## config.mk

```make
export PLATFORM = sky130hd
export DESIGN_NAME = mem_access_stage
export DESIGN_NICKNAME = d
export VERILOG_FILES = /design/src/rtl/mem_access_stage.sv
export SDC_FILE = /design/constraint.sdc
export NUM_CORES = 1
export LEC_CHECK = 0
export CORE_MARGIN = 2
export CORE_UTILIZATION = 35
export CTS_BUF_LIST = sky130_fd_sc_hd__clkbuf_4
export CTS_CLUSTER_SIZE = 8
export DETAILED_ROUTE_END_ITERATION = 12
export HOLD_SLACK_MARGIN = 0.1
export PLACE_DENSITY = 0.68
export SLEW_MARGIN = 20
export SYNTH_ARGS = -nofsm -noshare
export SYNTH_HDL_FRONTEND = slang
export SYNTH_SLANG_ARGS = --single-unit
```

## constraint.sdc

```tcl
create_clock -name clk -period 1.9 [get_ports clk]
set_input_delay 0.19 -clock clk [delete_from_list [all_inputs] [get_ports clk]]
set_output_delay 0.19 -clock clk [all_outputs]
set_load 0.02 [all_outputs]
```

## src/rtl/mem_access_stage.sv

```systemverilog
// MEM stage of the RISC-V core: registers the MEM/WB boundary, runs word
// loads/stores over a req/ready handshake and stalls upstream while a data
// memory access is outstanding. Non-memory results pass through in one cycle.
module mem_access_stage #(
   parameter int unsigned TIMEOUT_CYC = 255   // 0 disables the access timeout
) (
   input  logic        clk,
   input  logic        rst_n,
   input  logic        ex_valid,
   input  logic        ex_mem_read,
   input  logic        ex_mem_write,
   input  logic [31:0] ex_alu_out,
   input  logic [31:0] ex_store_data,
   input  logic [4:0]  ex_rd,
   input  logic        ex_reg_write,
   output logic        stall,
   output logic        dmem_read,
   output logic        dmem_write,
   output logic [29:0] dmem_addr,
   output logic [31:0] dmem_wdata,
   input  logic [31:0] dmem_rdata,
   input  logic        dmem_ready,
   output logic        wb_valid,
   output logic [4:0]  wb_rd,
   output logic        wb_reg_write,
   output logic [31:0] wb_data,
   output logic        err
);

   // Counter is at least 8 bits and grows if the timeout needs more.
   localparam int CNT_W = (TIMEOUT_CYC > 255) ? $clog2(TIMEOUT_CYC + 1) : 8;
   localparam logic [CNT_W-1:0] TO_VAL  = CNT_W'(TIMEOUT_CYC);
   localparam logic [CNT_W-1:0] CNT_MAX = '1;

   typedef enum logic {
      IDLE   = 1'b0,
      ACCESS = 1'b1
   } state_t;

   state_t            state_q, state_d;
   logic [CNT_W-1:0]  cnt_q, cnt_d;
   logic              is_load_q, is_load_d;
   logic [4:0]        rd_q, rd_d;
   logic              rw_q, rw_d;
   logic              dmem_read_q, dmem_read_d;
   logic              dmem_write_q, dmem_write_d;
   logic [29:0]       dmem_addr_q, dmem_addr_d;
   logic [31:0]       dmem_wdata_q, dmem_wdata_d;
   logic              wb_valid_q, wb_valid_d;
   logic [4:0]        wb_rd_q, wb_rd_d;
   logic              wb_reg_write_q, wb_reg_write_d;
   logic [31:0]       wb_data_q, wb_data_d;
   logic              err_q, err_d;

   logic              mem_op;
   logic              timeout_hit;

   // Byte offset within the word is irrelevant: only word accesses exist.
   logic              unused_addr_lsb;
   assign unused_addr_lsb = ^ex_alu_out[1:0];

   assign mem_op      = ex_mem_read | ex_mem_write;
   assign timeout_hit = (TIMEOUT_CYC != 0) && (cnt_q == TO_VAL);

   // State and output registers; async reset clears everything, dropping any access.
   always_ff @(posedge clk or negedge rst_n) begin
      if (!rst_n) begin
         state_q        <= IDLE;
         cnt_q          <= '0;
         is_load_q      <= 1'b0;
         rd_q           <= '0;
         rw_q           <= 1'b0;
         dmem_read_q    <= 1'b0;
         dmem_write_q   <= 1'b0;
         dmem_addr_q    <= '0;
         dmem_wdata_q   <= '0;
         wb_valid_q     <= 1'b0;
         wb_rd_q        <= '0;
         wb_reg_write_q <= 1'b0;
         wb_data_q      <= '0;
         err_q          <= 1'b0;
      end else begin
         state_q        <= state_d;
         cnt_q          <= cnt_d;
         is_load_q      <= is_load_d;
         rd_q           <= rd_d;
         rw_q           <= rw_d;
         dmem_read_q    <= dmem_read_d;
         dmem_write_q   <= dmem_write_d;
         dmem_addr_q    <= dmem_addr_d;
         dmem_wdata_q   <= dmem_wdata_d;
         wb_valid_q     <= wb_valid_d;
         wb_rd_q        <= wb_rd_d;
         wb_reg_write_q <= wb_reg_write_d;
         wb_data_q      <= wb_data_d;
         err_q          <= err_d;
      end
   end

   // Next-state logic: accept/pass-through in IDLE, complete or abort in ACCESS.
   always_comb begin
      state_d        = state_q;
      cnt_d          = cnt_q;
      is_load_d      = is_load_q;
      rd_d           = rd_q;
      rw_d           = rw_q;
      dmem_read_d    = dmem_read_q;
      dmem_write_d   = dmem_write_q;
      dmem_addr_d    = dmem_addr_q;
      dmem_wdata_d   = dmem_wdata_q;
      wb_valid_d     = 1'b0;          // WB is a one-cycle pulse per instruction
      wb_rd_d        = wb_rd_q;
      wb_reg_write_d = wb_reg_write_q;
      wb_data_d      = wb_data_q;
      err_d          = err_q;

      case (state_q)
         IDLE: begin
            if (ex_valid) begin
               if (mem_op) begin
                  state_d      = ACCESS;
                  cnt_d        = '0;
                  // A write wins over a simultaneous read request.
                  is_load_d    = ex_mem_read & ~ex_mem_write;
                  rd_d         = ex_rd;
                  rw_d         = ex_reg_write;
                  dmem_read_d  = ex_mem_read & ~ex_mem_write;
                  dmem_write_d = ex_mem_write;
                  dmem_addr_d  = ex_alu_out[31:2];
                  dmem_wdata_d = ex_store_data;
               end else begin
                  wb_valid_d     = 1'b1;
                  wb_rd_d        = ex_rd;
                  wb_reg_write_d = ex_reg_write;
                  wb_data_d      = ex_alu_out;
               end
            end
         end
         ACCESS: begin
            // EX inputs are ignored here; upstream is frozen by stall.
            if (dmem_ready) begin
               state_d        = IDLE;
               dmem_read_d    = 1'b0;
               dmem_write_d   = 1'b0;
               wb_valid_d     = 1'b1;
               wb_rd_d        = rd_q;
               wb_reg_write_d = is_load_q & rw_q;
               wb_data_d      = is_load_q ? dmem_rdata : 32'd0;
            end else if (timeout_hit) begin
               state_d        = IDLE;
               dmem_read_d    = 1'b0;
               dmem_write_d   = 1'b0;
               err_d          = 1'b1;
               wb_valid_d     = 1'b1;
               wb_rd_d        = rd_q;
               wb_reg_write_d = 1'b0;
               wb_data_d      = 32'd0;
            end else if (cnt_q != CNT_MAX) begin
               cnt_d = cnt_q + CNT_W'(1);
            end
         end
         default: state_d = IDLE;
      endcase
   end

   assign stall        = (state_q == ACCESS);
   assign dmem_read    = dmem_read_q;
   assign dmem_write   = dmem_write_q;
   assign dmem_addr    = dmem_addr_q;
   assign dmem_wdata   = dmem_wdata_q;
   assign wb_valid     = wb_valid_q;
   assign wb_rd        = wb_rd_q;
   assign wb_reg_write = wb_reg_write_q;
   assign wb_data      = wb_data_q;
   assign err          = err_q;

endmodule

```

### Routed metal per tile

The die is cut into 25 by 25 equal tiles; black is low, pale yellow is high, scaled to the fullest tile. Values are wire area over tile area, all layers added.
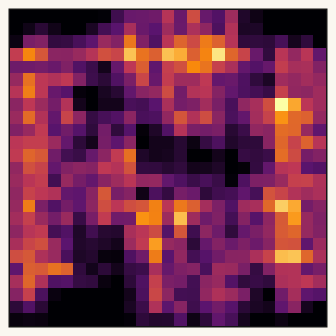
densest ninth of the die: top centre
nearly empty tiles: 9.6%
mean over tiles: 0.17
emptiest ninth of the die: lower left
fullest tile: 0.52
tiles over half the peak: 19%

==> flow_metrics.env <==
# flow metrics
export IMPL_status="finished clean"
export IMPL_num_nets_final=873
export IMPL_worst_pin_slew_ns=0.735
export IMPL_met2_length_um=6920
export IMPL_hp_class="in -> reg"
export IMPL_avgRoutedWirePerCell_um=15.6
export IMPL_drive_above_1_share=0.0759
export IMPL_min_period_ns=1.79
export IMPL_place_inst=924
export IMPL_fin_crit_sh=0.944
export IMPL_antenna_found_initial=0
export IMPL_power_frac_clock=0.215
export IMPL_setup_worst_path_end_class="output pin"
export IMPL_die_w_um=123
export IMPL_grt_pass1_wl_um=23700
export IMPL_ff_count=120
export IMPL_sh_seq_area=0.390
export IMPL_syn_num_nets=652
export IMPL_crit_fanout=3
export IMPL_tritoncts="built"
export IMPL_syn2layout_area_growth_pct=54.9
export IMPL_r2r_end="cnt_q[2]"
export IMPL_met3_wirelength_um=1640
export IMPL_critPathLaunch="wb_rd[3]"
export IMPL_yosys_area_sq_um=4970
export IMPL_p_seq_mw=3.55
export IMPL_top_cell="nand2_1"
export IMPL_root_buffer="clkbuf_4"
export IMPL_ys_seq_share=0.604
export IMPL_n_tap_cell=180
export IMPL_drc=0
export IMPL_gp_congestion=0.812
export IMPL_slowest_stage="clkdlybuf4s50_1"
export IMPL_cp_top_family="buffers and inverters"
export IMPL_rsz0062_at_grt="false"
export IMPL_cts_sinks=120
export IMPL_p_comb_frac=0.373
export IMPL_n_all_buffers=235
export IMPL_common_cells="nand2_1 (256), dfrtp_1 (120), a21oi_1 (43)"
export IMPL_postCtsResizedCells=1
export IMPL_power_density_nw_per_um2=1120
export IMPL_ys_top_logic_family="simple AND/OR/NAND/NOR gates"
export IMPL_max_slew_margin_rel=0.510
export IMPL_comb_cells=386
export IMPL_hold_end="dmem_wdata[5]"
export IMPL_die_h_um=123
export IMPL_yosys_warnings=0
export IMPL_holdWs_ns=0.162
export IMPL_finalPower_mw=8.62
export IMPL_ys_sh_mux=0
export IMPL_drt_iter0_drc=306
export IMPL_drt_wl_total_um=14900
export IMPL_postCtsSetupBuffers=0
export IMPL_hold_viol=0
export IMPL_ys_cells=543
export IMPL_highest_layer="met4"
export IMPL_clockBufferCount=17
export IMPL_timing_final_ws_setup_ns=0.107
export IMPL_utilization=0.555
export IMPL_r2r_slack_ns=0.13
export IMPL_switching_share=0.350
export IMPL_top_power_group="sequential cells"
export IMPL_comb_power_mw=3.21
export IMPL_r2r_cells=7
### Close-up of the layout

The bar under the picture is 10 um long. Window x 49 to 74, y 24 to 49 um. Cells in grey, sequential cells in the stronger grey; small squares are vias.
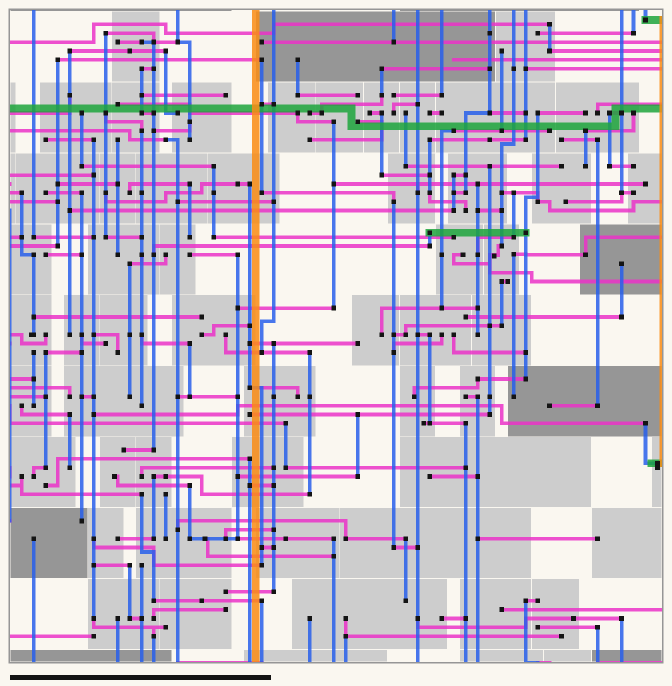
[green] metal 3
[magenta] metal 1
[blue] metal 2
[orange] metal 4
netlist names of flops here include: cnt_q (2)
cells with their middle in the window: 52
most frequent: nand3_1 (7)
sequential cells in the window: 2

==> state kept, by name (all words and copies together) (netlist names), 5 cells and up <==
register,flops
dmem_wdata,32
rd_q,5
wb_data,32
cnt_q,8
wb_rd,5
dmem_addr,30
==> cell usage in the layout (no fill, tap or decap), drive strengths merged, types with 3 or more instances in the layout <==
| cell | n |
|---|---|
| clkbuf | 17 |
| clkinvlp | 3 |
| dfrtp | 120 |
| clkdlybuf4s50 | 210 |
| nand2 | 256 |
| inv | 4 |
| nand3 | 8 |
| o22ai | 33 |
| buf | 23 |
| a221o | 5 |
| nand4 | 3 |
| nor2 | 6 |
| o21ai | 7 |
| a21oi | 43 |
| clkinv | 9 |
| bufinv | 3 |
| o211ai | 3 |
